Clock nets:
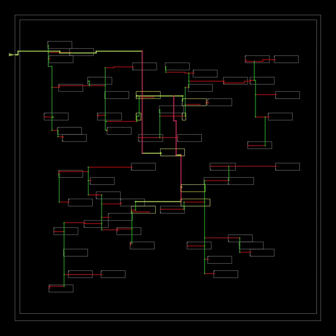
Wiring by layer:
Two of the layers only.
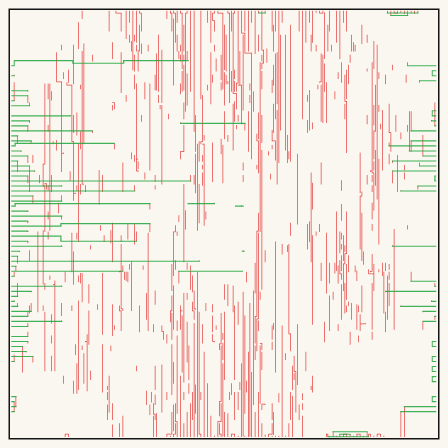
[config.mk]
export PLATFORM = sky130hd
export DESIGN_NAME = mem_port_arbiter
export DESIGN_NICKNAME = d
export VERILOG_FILES = /design/src/rtl/mem_port_arbiter_pkg.sv /design/src/rtl/mem_port_arbiter_rr_pick3.sv /design/src/rtl/mem_port_arbiter.sv
export SDC_FILE = /design/constraint.sdc
export NUM_CORES = 1
export LEC_CHECK = 0
export CELL_PAD_IN_SITES_DETAIL_PLACEMENT = 0
export CELL_PAD_IN_SITES_GLOBAL_PLACEMENT = 1
export CORE_MARGIN = 1.5
export CORE_UTILIZATION = 24
export CTS_CLUSTER_DIAMETER = 40
export CTS_CLUSTER_SIZE = 20
export DETAILED_ROUTE_END_ITERATION = 10
export HOLD_SLACK_MARGIN = 0.15
export PLACE_DENSITY_LB_ADDON = 0.1
export SYNTH_ARGS = -nofsm -noshare
export SYNTH_HDL_FRONTEND = slang
export SYNTH_SLANG_ARGS = --single-unit
[constraint.sdc]
create_clock -name clk -period 3.2 [get_ports clk]
set_input_delay 0.32 -clock clk [delete_from_list [all_inputs] [get_ports clk]]
set_output_delay 0.32 -clock clk [all_outputs]
set_load 0.005 [all_outputs]
[src/rtl/mem_port_arbiter_pkg.sv]
// Shared types for the three-port memory arbiter: FSM states, owner codes
// and the request-vector bit positions used by the round-robin picker.
package mem_port_arbiter_pkg;

  localparam int ADDR_W_DEF = 13;
  localparam int DATA_W_DEF = 32;

  typedef enum logic [1:0] {
    ST_IDLE  = 2'd0,
    ST_ISSUE = 2'd1,
    ST_RESP  = 2'd2
  } state_t;

  localparam logic [1:0] OWN_NONE = 2'd0;
  localparam logic [1:0] OWN_D    = 2'd1;
  localparam logic [1:0] OWN_X    = 2'd2;
  localparam logic [1:0] OWN_I    = 2'd3;

  // Bit positions in the request vector, listed in rotation order D -> X -> I.
  localparam int REQ_D = 0;
  localparam int REQ_X = 1;
  localparam int REQ_I = 2;

  function automatic logic [1:0] onehot_to_own(input logic [2:0] oh);
    logic [1:0] own;
    own = OWN_NONE;
    case (oh)
      3'b001:  own = OWN_D;
      3'b010:  own = OWN_X;
      3'b100:  own = OWN_I;
      default: own = OWN_NONE;
    endcase
    return own;
  endfunction

endpackage

[src/rtl/mem_port_arbiter_rr_pick3.sv]
// Combinational three-way round-robin picker: the requester following the
// last grantee (cyclic D -> X -> I) has the highest priority.
module rr_pick3
  import mem_port_arbiter_pkg::*;
(
  input  logic [2:0] req,
  input  logic [1:0] last,
  output logic [2:0] win,
  output logic       valid
);

  logic [2:0] rot;
  logic [2:0] pick;

  // Rotate so the first-priority requester sits at bit 0, take the lowest
  // set bit, then rotate the one-hot result back.
  always_comb begin
    rot = req;
    case (last)
      OWN_D:   rot = {req[REQ_D], req[REQ_I], req[REQ_X]};
      OWN_X:   rot = {req[REQ_X], req[REQ_D], req[REQ_I]};
      default: rot = req;
    endcase

    pick = rot & (~rot + 3'd1);

    win = pick;
    case (last)
      OWN_D:   win = {pick[1], pick[0], pick[2]};
      OWN_X:   win = {pick[0], pick[2], pick[1]};
      default: win = pick;
    endcase

    valid = |req;
  end

endmodule

[src/rtl/mem_port_arbiter.sv]
// Shares one single-port registered-read memory among instruction fetch (I),
// load/store (D) and the IO master (X) with round-robin arbitration.
module mem_port_arbiter
  import mem_port_arbiter_pkg::*;
#(
  parameter int ADDR_W = ADDR_W_DEF,
  parameter int DATA_W = DATA_W_DEF
) (
  input  logic              clk,
  input  logic              rst,
  input  logic              i_req,
  input  logic [ADDR_W-1:0] i_addr,
  output logic              i_ack,
  input  logic              d_req,
  input  logic              d_we,
  input  logic [ADDR_W-1:0] d_addr,
  input  logic [DATA_W-1:0] d_wdata,
  output logic              d_ack,
  input  logic              x_req,
  input  logic              x_we,
  input  logic [ADDR_W-1:0] x_addr,
  input  logic [DATA_W-1:0] x_wdata,
  output logic              x_ack,
  output logic [DATA_W-1:0] rdata,
  output logic [1:0]        gnt,
  output logic              mem_wen,
  output logic [ADDR_W-1:0] mem_addr,
  output logic [DATA_W-1:0] mem_din,
  input  logic [DATA_W-1:0] mem_dout
);

  // Handshake: a requester holds req and its fields stable until the single
  // cycle its ack is high, and may drop or replace them on the edge ending it.

  state_t            state, state_nx;
  logic [1:0]        owner, last_ptr;
  logic [2:0]        req_vec, mask, masked_req, win;
  logic              win_valid, grant;
  logic [1:0]        win_own;
  logic              sel_we;
  logic [ADDR_W-1:0] sel_addr;
  logic [DATA_W-1:0] sel_din;

  assign req_vec = {i_req, x_req, d_req};

  // The requester being acked this cycle must not win again on the same edge.
  always_comb begin
    mask = 3'b000;
    if (state == ST_RESP) begin
      case (owner)
        OWN_D:   mask = 3'b001;
        OWN_X:   mask = 3'b010;
        OWN_I:   mask = 3'b100;
        default: mask = 3'b000;
      endcase
    end
    masked_req = req_vec & ~mask;
  end

  rr_pick3 u_pick (
    .req   (masked_req),
    .last  (last_ptr),
    .win   (win),
    .valid (win_valid)
  );

  assign win_own = onehot_to_own(win);

  always_comb begin
    state_nx = state;
    grant    = 1'b0;
    case (state)
      ST_IDLE: begin
        if (win_valid) begin
          state_nx = ST_ISSUE;
          grant    = 1'b1;
        end
      end
      ST_ISSUE: state_nx = ST_RESP;
      ST_RESP: begin
        if (win_valid) begin
          state_nx = ST_ISSUE;
          grant    = 1'b1;
        end else begin
          state_nx = ST_IDLE;
        end
      end
      default: state_nx = ST_IDLE;
    endcase
  end

  always_comb begin
    sel_we   = 1'b0;
    sel_addr = i_addr;
    sel_din  = '0;
    case (win_own)
      OWN_D: begin
        sel_we   = d_we;
        sel_addr = d_addr;
        sel_din  = d_wdata;
      end
      OWN_X: begin
        sel_we   = x_we;
        sel_addr = x_addr;
        sel_din  = x_wdata;
      end
      default: begin
        sel_we   = 1'b0;
        sel_addr = i_addr;
        sel_din  = '0;
      end
    endcase
  end

  // mem_wen is a single-cycle strobe: it only survives the edge that grants.
  always_ff @(posedge clk or posedge rst) begin
    if (rst) begin
      state    <= ST_IDLE;
      owner    <= OWN_NONE;
      last_ptr <= OWN_I;
      mem_wen  <= 1'b0;
      mem_addr <= '0;
      mem_din  <= '0;
    end else begin
      state <= state_nx;
      if (grant) begin
        owner    <= win_own;
        last_ptr <= win_own;
        mem_wen  <= sel_we;
        mem_addr <= sel_addr;
        mem_din  <= sel_din;
      end else begin
        mem_wen <= 1'b0;
      end
    end
  end

  assign d_ack = (state == ST_RESP) && (owner == OWN_D);
  assign x_ack = (state == ST_RESP) && (owner == OWN_X);
  assign i_ack = (state == ST_RESP) && (owner == OWN_I);
  assign rdata = mem_dout;
  assign gnt   = owner;

endmodule

==> run summary <==
yosys + openroad results -> layout-stage area growth over the synthesis result=55.8%, CTS Hold Buffers Added=0, Clock transition at path regs=0.07 ns, synthesized area per cell=10.3 sq um, pin count of the biggest net entering global routing=47, P_leak=1.98 nW, synthesized instance count=297, VDD IR-drop max=0.456 mV, Flops after synth=52, vias after detailed routing=2,650, result of the run=completed, number of nets in the layout=565, yosys synthesis chip area=3070 sq um, layout cell share with drive strength beyond 1=15.5%, H-tree level count=2, top cells by count=50 x dfrtp_1, 46 x a22oi_1, 40 x mux2_2, most common cell in the synthesized netlist=dfrtp_1, number of buffers created by CTS=5, count of warning messages emitted by the tools=28, time the final worst path needs with I/O delays and setup=2.84 ns, final clock skew=0.0103 ns, Worst setup SP type=flip-flop, post-synthesis cell area=3070 sq um, Slew headroom=62.0%, CP required=3.37 ns, final antenna diode count=0
## Picture notes: 'clock nets'
Clock group: 0.610 mW
seq_cells: 52

## Picture notes: 'wiring by layer'
layer	colour	wire length
M2	red	4,450 um
M3	green	871 um
GRT Total Usage: 13.5%
Routed WL per cell: 15.6 um

## final timing paths
check                                 start          end  slack [ns]  cells after the start
worst max-delay path            last_ptr[0]  mem_addr[0]        0.36                      7
worst min-delay path                    rst  mem_din[25]        0.36                      2
worst max register to register  last_ptr[0]  mem_addr[0]        0.36                      7
worst min register to register  mem_addr[0]  mem_addr[0]        0.49                      1
max in group asynchronous               rst  last_ptr[0]        2.13                      3
min in group clk                mem_addr[0]  mem_addr[0]        0.49                      1
## metal layers
layer | vias up | wire (um) | track usage, %
met1 | 1268 | 3820 | 16.0
met2 | 100 | 4450 | 22.9
li1 | 1275 | - | -
met4 | 0 | 79 | 2.85
met5 | - | 0 | 0
met3 | 7 | 870 | 5.86
## kinds of logic after synthesis
family                   share of synthesized area, %
flip-flops                                       42.5
buffers and inverters                            12.6
adder cells (fa/ha/maj)                          1.63
AND-OR/OR-AND                                    16.5
multiplexers                                     17.5
AND/OR/NAND/NOR                                  9.25
## critical path: cells and delay by family, from the launching register on
kind                       cells  cell delay, ns
adders and majority gates      2            0.96
AOI/OAI and AO/OA              2            0.65
DFF                            1            0.53
muxes                          1            0.30
buffers and inverters          2            0.29
## through the flow
| stage | power (mW) | setup WS (ns) | utilization, % |
|---|---|---|---|
| 5_1_grt | 5.03 | 0.0748 | 38.0 |
| 4_1_cts | 4.66 | 0.182 | 38.0 |
| 6_report | 4.58 | 0.357 | 38.0 |
| 3_5_place_dp | 4.03 | 0.197 | 36.7 |
| 3_3_place_gp | 4.00 | 0.253 | 36.7 |
| 2_1_floorplan | 2.91 | 0.552 | - |
## flip-flops by register name (all words and copies together), names as in the netlist
register and cells:
mem_wen 1, gnt 2, mem_din 32, last_ptr 2
state 2, mem_addr 13
## report_power, final
part	internal [mW]	total (mW)	switching, mW
logic	1.43	2.95	1.52
clock network	0.369	0.610	0.242
registers	0.891	1.02	0.125
total	2.69	4.58	1.88
## cell type report
class / instances / area, sq um / area share (%)
clock buffer: 6 / 129 / 2.70
clock inverter: 2 / 35.0 / 0.733
inverter: 8 / 30.0 / 0.628
multi-input combinational: 184 / 1390 / 29.2
sequential: 52 / 1300 / 27.3
tap: 172 / 215 / 4.50
timing repair buffer: 168 / 1670 / 35.0
## cells in the final DEF (no fill, tap or decap), drive strengths merged, types with 3 or more instances in the layout
cell type and count:
nand2 16, nor2 34, a22oi 46, dfrtp 50, o21ai 14, nor2b 4
clkbuf 6, clkdlybuf4s50 160, ha 4, buf 8, o22ai 3, mux2 46
inv 8
Power is estimated from default activity; no workload was simulated.
